[config.mk]
export PLATFORM = sky130hd
export DESIGN_NAME = sram_rd_arbiter
export DESIGN_NICKNAME = d
export VERILOG_FILES = /design/src/rtl/balldet_pkg.sv /design/src/rtl/rd_tag_pipe.sv /design/src/rtl/sram_rd_arbiter.sv
export SDC_FILE = /design/constraint.sdc
export NUM_CORES = 1
export LEC_CHECK = 0
export CORE_MARGIN = 5
export CORE_UTILIZATION = 35
export DETAILED_ROUTE_END_ITERATION = 6
export DONT_BUFFER_PORTS = 1
export PLACE_DENSITY = 0.48
export SLEW_MARGIN = 15
export SYNTH_ARGS = -nofsm -noshare
export SYNTH_HDL_FRONTEND = slang
export SYNTH_HIERARCHICAL = 1
export SYNTH_SLANG_ARGS = --single-unit
[constraint.sdc]
create_clock -name clk -period 3 [get_ports clk]
set_clock_uncertainty 0.1 [all_clocks]
set_input_delay 0.3 -clock clk [delete_from_list [all_inputs] [get_ports clk]]
set_output_delay 0.3 -clock clk [all_outputs]
set_load 0.005 [all_outputs]
[src/rtl/balldet_pkg.sv]
// balldet_pkg - shared definitions for the ball-detector line-buffer path.
//
// Contents:
//   SRAM_AW / SRAM_DW   geometry of the line-buffer SRAM read port
//   REQ_SPI / REQ_SCAN  requester ids carried in the read tag
//   gnt_sel_t           winner of the read-port arbitration in one cycle
package balldet_pkg;

    localparam int SRAM_AW = 12;
    localparam int SRAM_DW = 16;

    localparam logic REQ_SPI  = 1'b0;
    localparam logic REQ_SCAN = 1'b1;

    typedef enum logic [1:0] {
        GNT_NONE = 2'd0,
        GNT_SPI  = 2'd1,
        GNT_SCAN = 2'd2
    } gnt_sel_t;

endpackage

[src/rtl/rd_tag_pipe.sv]
// rd_tag_pipe - shift register of read tags {valid, id}, DEPTH stages deep.
//
// A tag written on one edge appears on out_valid/out_id DEPTH cycles later,
// lining up with the SRAM data for the read it describes.
//
// Ports:
//   clk        system clock
//   res        asynchronous active-low clear
//   in_valid   a read was accepted this cycle
//   in_id      requester id of that read
//   out_valid  tag at the end of the pipe is valid
//   out_id     requester id of that tag
module rd_tag_pipe #(
    parameter int DEPTH = 2
) (
    input  logic clk,
    input  logic res,
    input  logic in_valid,
    input  logic in_id,
    output logic out_valid,
    output logic out_id
);

    logic [DEPTH-1:0] valid_sr;
    logic [DEPTH-1:0] id_sr;

    // NOTE: the valid bits must be reset so that reads in flight at reset
    // can never surface as phantom responses; the id bits are reset only to
    // keep the pipe fully deterministic.
    always_ff @(posedge clk or negedge res) begin
        if (!res) begin
            valid_sr <= '0;
            id_sr    <= '0;
        end else begin
            valid_sr <= {valid_sr[DEPTH-2:0], in_valid};
            id_sr    <= {id_sr[DEPTH-2:0], in_id};
        end
    end

    assign out_valid = valid_sr[DEPTH-1];
    assign out_id    = id_sr[DEPTH-1];

endmodule

[src/rtl/sram_rd_arbiter.sv]
// sram_rd_arbiter - shares the line-buffer SRAM read port between the SPI
// readout engine (fixed priority) and the ball-search scanner (protected
// from starvation by an aging counter).
//
// At most one read is accepted per cycle. The accepted address is registered
// onto rdaddr, and a {valid, id} tag travels alongside the SRAM latency so
// that rddata is steered to the requester that issued the read.
//
// Ports:
//   clk, res                    clock, asynchronous active-low reset
//   freeze                      blocks all grants (line rewrite in progress)
//   spi_req/spi_addr/spi_gnt    SPI request handshake
//   spi_rvalid/spi_rdata        SPI read response
//   scan_req/scan_addr/scan_gnt scanner request handshake
//   scan_rvalid/scan_rdata      scanner read response
//   rdaddr/rddata               SRAM read address and read data
module sram_rd_arbiter
    import balldet_pkg::*;
#(
    parameter int AW       = SRAM_AW,
    parameter int DW       = SRAM_DW,
    parameter int RD_LAT   = 1,
    parameter int MAX_WAIT = 8
) (
    input  logic          clk,
    input  logic          res,
    input  logic          freeze,
    input  logic          spi_req,
    input  logic [AW-1:0] spi_addr,
    output logic          spi_gnt,
    output logic          spi_rvalid,
    output logic [DW-1:0] spi_rdata,
    input  logic          scan_req,
    input  logic [AW-1:0] scan_addr,
    output logic          scan_gnt,
    output logic          scan_rvalid,
    output logic [DW-1:0] scan_rdata,
    output logic [AW-1:0] rdaddr,
    input  logic [DW-1:0] rddata
);

    // One stage per cycle between acceptance and rddata being valid.
    localparam int TAG_DEPTH = RD_LAT + 1;

    gnt_sel_t   sel;
    logic [7:0] wait_cnt;
    logic       aged;
    logic       tag_valid;
    logic       tag_id;

    assign aged = (wait_cnt >= 8'(MAX_WAIT));

    // Grants are held off during reset so every output reads 0 while res is low.
    // NOTE: sel gets its default before any branch, so no path leaves it
    // unassigned and no latch is inferred.
    always_comb begin
        sel = GNT_NONE;
        if (res && !freeze) begin
            if (aged && scan_req) begin
                sel = GNT_SCAN;
            end else if (spi_req) begin
                sel = GNT_SPI;
            end else if (scan_req) begin
                sel = GNT_SCAN;
            end
        end
    end

    assign spi_gnt  = (sel == GNT_SPI);
    assign scan_gnt = (sel == GNT_SCAN);

    // NOTE: state is updated with non-blocking assignments so every register
    // samples the pre-edge values of the others, regardless of statement order.
    always_ff @(posedge clk or negedge res) begin
        if (!res) begin
            rdaddr   <= '0;
            wait_cnt <= '0;
        end else begin
            case (sel)
                GNT_SPI:  rdaddr <= spi_addr;
                GNT_SCAN: rdaddr <= scan_addr;
                default:  rdaddr <= rdaddr;
            endcase

            // A dropped scan request leaves no age behind; freeze only pauses it.
            if (scan_gnt || !scan_req) begin
                wait_cnt <= '0;
            end else if (!freeze && (wait_cnt != 8'hFF)) begin
                wait_cnt <= wait_cnt + 8'd1;
            end
        end
    end

    rd_tag_pipe #(
        .DEPTH (TAG_DEPTH)
    ) u_tag_pipe (
        .clk       (clk),
        .res       (res),
        .in_valid  (spi_gnt || scan_gnt),
        .in_id     (scan_gnt ? REQ_SCAN : REQ_SPI),
        .out_valid (tag_valid),
        .out_id    (tag_id)
    );

    assign spi_rvalid  = tag_valid && (tag_id == REQ_SPI);
    assign scan_rvalid = tag_valid && (tag_id == REQ_SCAN);
    assign spi_rdata   = spi_rvalid  ? rddata : '0;
    assign scan_rdata  = scan_rvalid ? rddata : '0;

endmodule
==> flow_metrics.tcl, run 1 <==
# implementation run metrics
set metrics [dict create \
    status "finished, final reports clean" \
    grt_pass1_wl_mm 4.71 \
    initial_utilization 0.356 \
    clkTransAtPathRegs_ps 90 \
    holdCritPathClass "in2reg" \
    startpoint_type "register" \
    path_buffers 0 \
    common_cells "dfrtp_1 (24), nand2_1 (18), and2_1 (17), and3_1 (16), o21ai_0 (15)" \
    post_cts_resized 0 \
    tns_ps 0 \
    cp_top_family "adder cells" \
    logic_area_um2 758 \
    hold_depth 2 \
    syn_nets 198 \
    hpwl_mm 2.72 \
    io-pin-count 93 \
    slowest_delay_ps 710 \
    die-width_um 73.3 \
    ant_nets 0 \
    maxCapViolCount 0 \
    avgSynthCellArea_um2 9.42 \
    final-setup-viol-count 0 \
    synth_seq_share 0.428 \
    grt_pass1_vias 1084 \
    tritoncts "yes" \
    area_growth_pct 10.1 \
    drt_iter0_drc 33 \
    use_met2 0.226 \
    clock_sinks 24 \
    fmax_mhz 411 \
    ff2ff_setup_slack_ps 570 \
    finalClockPeriodUsage 0.810 \
    ir_worst_vdd_v 0.000283 \
    nets 199 \
    crit_path_max_fanout 25 \
    min_to "rdaddr[2]" \
    synth_area_leader_cell "dfrtp_1" \
    r2r-start "wait_cnt[3]" \
    synth_top_cell_by_count "dfrtp_1" \
    vias_per_cell 5.67 \
    synth-edff-count 0 \
    netlist_area_um2 1400 \
    worstPathArrival_ps 2450 \
    warnings 29 \
    die.size.y_um 73.3 \
    grt_util_met3 0.0246 \
    worst_pin_slew_ps 752 \
    io_buffers 0 \
    drc 0 \
    top_cells_by_area "dfrtp_1 (43%), mux2i_1 (10%), and2_1 (7.6%), and3_1 (7.1%), o21ai_0 (5.3%)" \
    min_period_ps 2430 \
    drive_gt1_frac 0.0805 \
    holdCritStartpoint "spi_addr[2]" \
    overflow 0 \
    postSynthCellCount 149 \
    p_leak_nw 0.745 \
    gp_congestion 0.732 \
]
## run 1: logic make-up (layout without fill, tap and decap cells)
family	Yosys count	after routing	share of synthesized area
buffers and inverters	11	11	0.0321
flip-flops	24	24	0.428
adder cells (fa/ha/maj)	4	4	0.0357
AND/OR/NAND/NOR	68	68	0.287
AND-OR/OR-AND	28	28	0.118
multiplexers	14	14	0.0998
## run 1: power by group
| group | total [mW] | internal, mW | switching, mW |
|---|---|---|---|
| Clock | 0.284 | 0.178 | 0.106 |
| Combinational | 0.0812 | 0.0353 | 0.0459 |
| Sequential | 0.395 | 0.361 | 0.0340 |
## run 1: flip-flops by register name, indices dropped and copies added, names as in the netlist
name	cells
rdaddr	12
wait_cnt	8
u_tag_pipe/id_sr	2
u_tag_pipe/valid_sr	2
## run 1: metal layers
metal  wire [um]  vias up
met2        1780       74
met1        1210      523
met5           0        -
li1            -      527
met4          33        0
met3         446        4
## run 1: cell type report
cell class	instances	share of cell area
multi-input cells	114	0.491
inverters	4	0.00972
well taps	50	0.0405
clock buffers	3	0.0267
repair buffers	3	0.0243
clock inverters	1	0.0194
flip-flops and latches	24	0.389
## run 1: metrics by stage
step	total power [mW]	setup WS, ps	instances	hold WS [ps]	cell area (um^2)
5_1_grt	0.797	406	199	132	1550
2_1_floorplan	0.453	751	149	-95.6	1400
6_report	0.761	569	199	140	1550
3_5_place_dp	0.477	595	193	-95.0	1440
4_1_cts	0.773	573	199	134	1550
3_3_place_gp	0.471	678	193	-94.8	1440
## run 1: worst max path at each step
stage,end,cells after the start
final,rdaddr[8],5
after global routing,rdaddr[11],5
after floorplan,wait_cnt[3],8
after global placement,rdaddr[10],5
after detailed placement,rdaddr[8],5
after CTS,rdaddr[8],5
## run 1: layout by cell type, fill, tap and decap left out, drive strengths merged
cell	count
and2	17
inv	4
o211ai	1
nor2b	5
and4	2
or4	1
nand2	18
and4b	3
nor3	1
a21oi	4
ha	4
bufinv	1
a41oi	1
a21o	1
a211oi	1
clkbuf	3
o21ai	15
nor2	1
and3	17
nand2b	1
buf	2
mux2i	14
o211a	1
dlygate4sd3	1
a31oi	3
nand3	1
a311oi	1
dfrtp	24
and3b	1
## run 1: what timing repair did
item | in CTS | in global routing
hold buffers | 2 | 0
hold endpoints to repair | 24 | 0
buffers inserted | 0 | 0
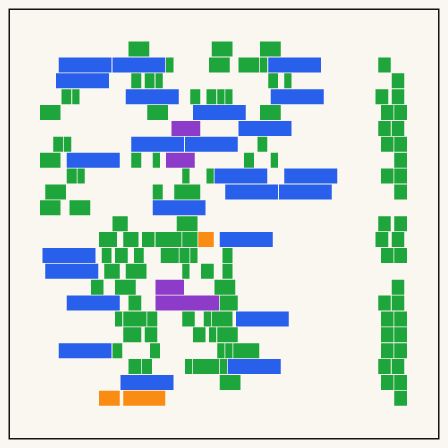
*Placed cells, one color a class, run 1*
Key: orange = remaining buffers and delay cells [cells 3, share of their area 2.5%]; blue = registers [cells 24, share of their area 41%]; purple = clock drivers and dummy loads [cells 4, share of their area 4.8%]; green = remaining logic cells [cells 118, share of their area 52%]
Seq area share: 0.389
std cell rows: 23

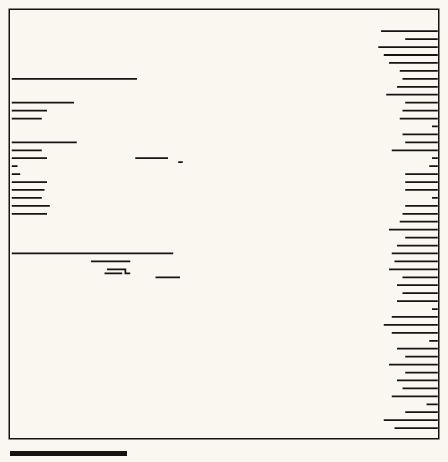
*M3 wires, run 1*
Scale bar: 20 um.
The layer carries 446 um of wire. The wires run mostly horizontal. The layer holds 13% of the routed length. 70 nets have wire on it. The longest straight run is 27.4 um.
WL final: 3.46 mm
DR vias: 1,128

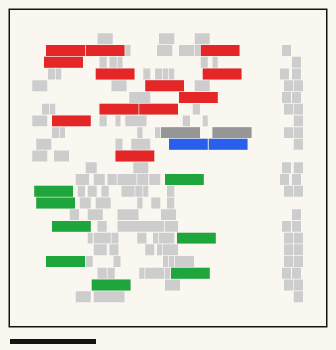
*Register map, names as in the netlist, run 1*
Scale bar: 20 um. Other sequential cells in the stronger gray, the rest of the logic in the fainter gray.
Key: green = wait_cnt [flops 8]; red = rdaddr [flops 12]; blue = u_tag_pipe/id_sr [flops 2]
Another 2 sequential cells are not colored.
register area: 601 um^2
Seq power: 395 uW
Finished Core Util: 0.392

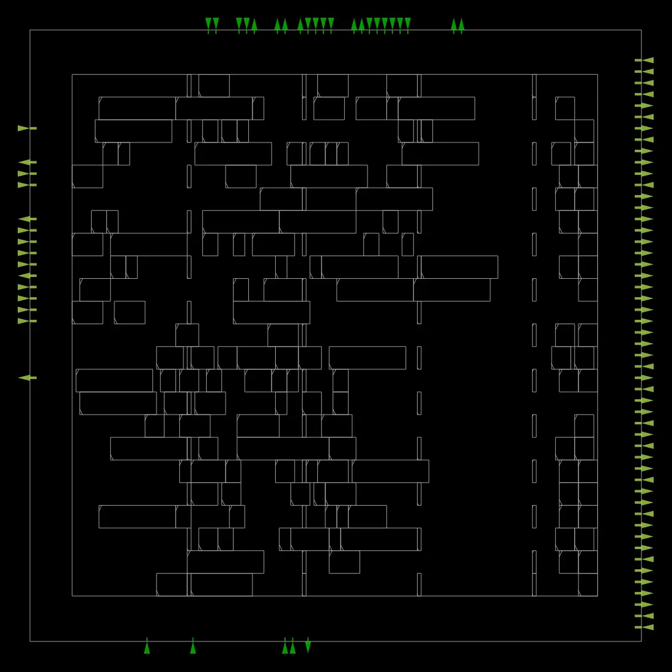
*Cell outlines without signal wires, run 1*
Flops: 24
tap cells: 50
fillcell total: 403

### Cell area per tile, run 1

7 x 7 tiles, from white (low) to dark blue (high), 0 to 100% covered.
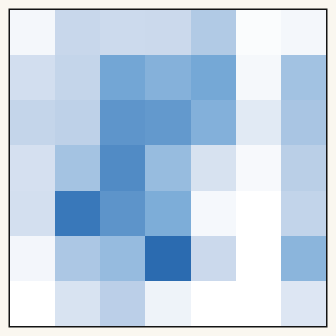

==> run 2: changes to the inputs <==
PLACE_DENSITY = 0.5   (was 0.48)
clock period = 2.03 ns   (was 3 ns; I/O delays follow)
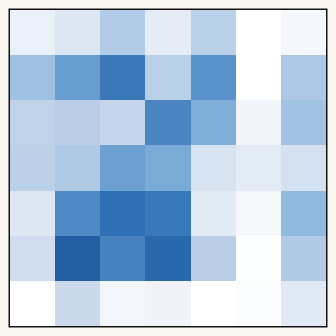
*Cell area per tile, run 2*
7 x 7 tiles, from white (low) to dark blue (high), 0 to 100% covered.
12% of the tiles are nearly empty. The fullest tile reaches 82%. The mean over all tiles is 30%.
Finished Core Util: 0.429
FP Util: 0.356
core area: 3940 um^2

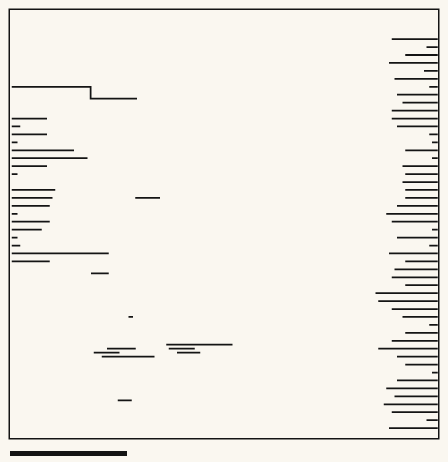
*M3 wires, run 2*
Scale bar: 20 um.
The layer carries 453 um of wire. The wires run mostly horizontal.
WL final: 3.47 mm
DR vias: 1,168

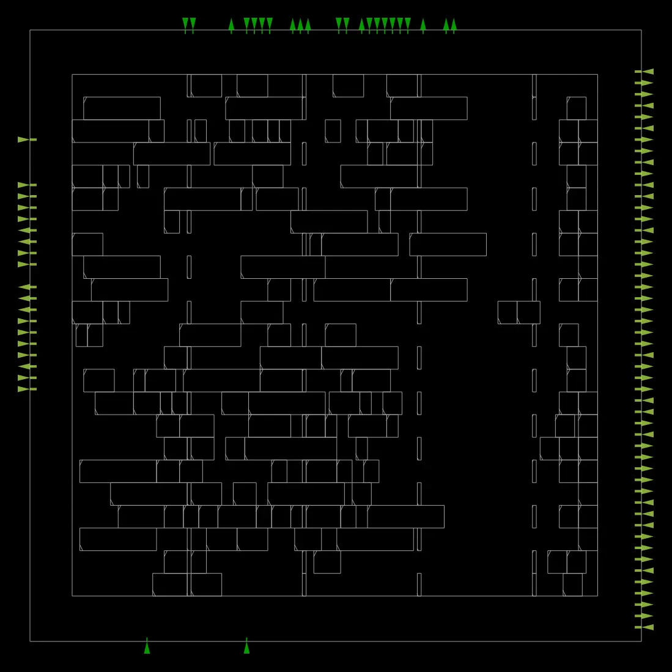
*Cell outlines without signal wires, run 2*
Finished Layout Cells: 208
fillcell total: 375

==> flow_metrics.tcl, run 2 <==
# implementation run metrics
set metrics [dict create \
    vias_per_cell 5.62 \
    tns_ps -124 \
    combPwrFrac 0.115 \
    drt_first_pass_iters 4 \
    area_growth_pct 20.6 \
    fmax_mhz 467 \
    postSynthCellCount 149 \
    setup_slack_ps -112 \
    worstPathRequired_ps 1730 \
    clkTransAtPathRegs_ps 80 \
    final_cell_mix "dfrtp_1 (24), nand2_1 (17), and2_1 (17)" \
    warnings 34 \
    rsz0062_at_grt "yes" \
    worstPathArrival_ps 1840 \
    power_mw 1.13 \
    synth-edff-count 0 \
    place_ws_ps -20.6 \
    synth_seq_share 0.428 \
    tritoncts "yes" \
    whs_ps -476 \
    final_area_um2 1690 \
    grt_pass1_vias 1092 \
    grt_start_max_net_pins 26 \
    hpwl_mm 2.69 \
    ys_cells 149 \
    gp_congestion 0.756 \
    power_frac_seq 0.517 \
    async_reset_ff_frac 1.00 \
    rr_endpoint "wait_cnt[6]" \
    htree_levels 1 \
    numCtsBuffers 3 \
    dieArea_um2 5380 \
    rr_worst_depth 6 \
    finalClockPeriodUsage 1.06 \
    drc 0 \
    finalHoldViolCount 24 \
    regMostFlops "rdaddr" \
    maxCapViolCount 0 \
    ctsRootBufferMaster "clkbuf_8" \
    common_cells "dfrtp_1 (24), nand2_1 (18), and2_1 (17), and3_1 (16), o21ai_0 (15)" \
    startpoint_type "register" \
    ys_ff 24 \
    drv_slew 0 \
    grt_pass1_wl_mm 4.92 \
    violations "hold timing, setup timing" \
    overflow 0 \
    crit_path_max_fanout 7 \
    avgSynthCellArea_um2 9.42 \
    io_buffers 0 \
    top_regs "rdaddr: 12 flops, wait_cnt: 8 flops" \
    status "finished with violations" \
    place_area_um2 1540 \
    crit_type "reg2out" \
    top_cells_by_area "dfrtp_1 (43%), mux2i_1 (10%), and2_1 (7.6%), and3_1 (7.1%), o21ai_0 (5.3%)" \
    startpoint "wait_cnt[5]" \
    synth_area_leader_cell "dfrtp_1" \
    nets 208 \
    holdCritPathClass "in2async" \
    layout_top_cell "dfrtp_1" \
    drive_gt1_frac 0.190 \
    synthDistinctLibCells 29 \
    syn_nets 198 \
    min_period_ps 2140 \
    synthFlopType "dfrtp_1" \
    p_leak_nw 0.814 \
    netlist_area_um2 1400 \
    synth_warnings 6 \
    synth_top_cell_by_count "dfrtp_1" \
    clock_sinks 24 \
    r2r-start "wait_cnt[5]" \
    ir_worst_vdd_v 0.000292 \
    drt_iter0_drc 25 \
    switching_power_uw 265 \
    synth.top_cell.area_share 0.428 \
    p_clk_frac 0.367 \
    avgRoutedWirePerCell_um 16.7 \
    ff2ff_setup_slack_ps 0 \
    power.internal_uw 862 \
    io-pin-count 93 \
    dp_cells 201 \
    ant_nets 0 \
    rows 23 \
    largest_reg_flops 12 \
    die-width_um 73.3 \
    worst_pin_slew_ps 371 \
    crit_end "scan_gnt" \
    final-setup-viol-count 4 \
    die.size.y_um 73.3 \
    p_sw_frac 0.235 \
]
[run 2: cell counts after synthesis]
No cell type changed its count.
[run 2: logic make-up (layout without fill, tap and decap cells)]
kind of cell    count (synthesis)  count (layout)  share of synthesized area
buf+inv                        11              20                     0.0321
simple gates                   68              68                      0.287
flops                          24              24                      0.428
compound gates                 28              28                      0.118
fa+ha+maj                       4               4                     0.0357
mux                            14              14                     0.0998
[run 2: metal layers]
metal	global-route usage	routed length, um	vias up
li1	-	-	545
met1	0.130	1230	532
met2	0.217	1760	87
met3	0.0246	453	4
met4	0.0483	31	0
met5	0	0	-
[run 2: cell type report]
type / count / area (um^2) / area share
Tap cell: 50 / 62.6 / 0.0370
Clock buffer: 3 / 41.3 / 0.0244
Sequential cell: 24 / 601 / 0.355
Inverter: 4 / 15.0 / 0.00887
Timing Repair Buffer: 12 / 135 / 0.0798
Multi-Input combinational cell: 114 / 808 / 0.477
Clock inverter: 1 / 30.0 / 0.0177
[run 2: worst min-delay path by stage]
stage,slack (ps),cells after the start,from,endpoint
global placement,-190,0,res,wait_cnt[7]
global route,-500,0,res,rdaddr[1]
floorplan,-190,0,res,rdaddr[0]
finish,-480,0,res,rdaddr[1]
detailed placement,-190,0,res,wait_cnt[7]
CTS,-490,0,res,rdaddr[1]
[run 2: power by group through the flow]
stage / clock network [mW] / logic, mW / registers [mW]
floorplan: 0 / 0.0996 / 0.577
global placement: 0 / 0.115 / 0.594
detailed placement: 0 / 0.121 / 0.595
CTS: 0.432 / 0.127 / 0.586
global route: 0.460 / 0.148 / 0.593
finish: 0.414 / 0.130 / 0.583
[run 2: timing repair]
action,in CTS,in global routing
resized,4,15
buffers inserted,1,1
cloned,1,0
setup endpoints to repair,12,22
pin swaps,2,2
hold endpoints to repair,24,24
[run 2: worst max-delay path: stages, from the launching register on]
cell      delay, ps
dfrtp_1         390
or4_4           560
nor2_4          110
o211ai_1        130
ha_4            240
buf_12          150
No activity file was given, so power comes from the tool's default toggle rates.
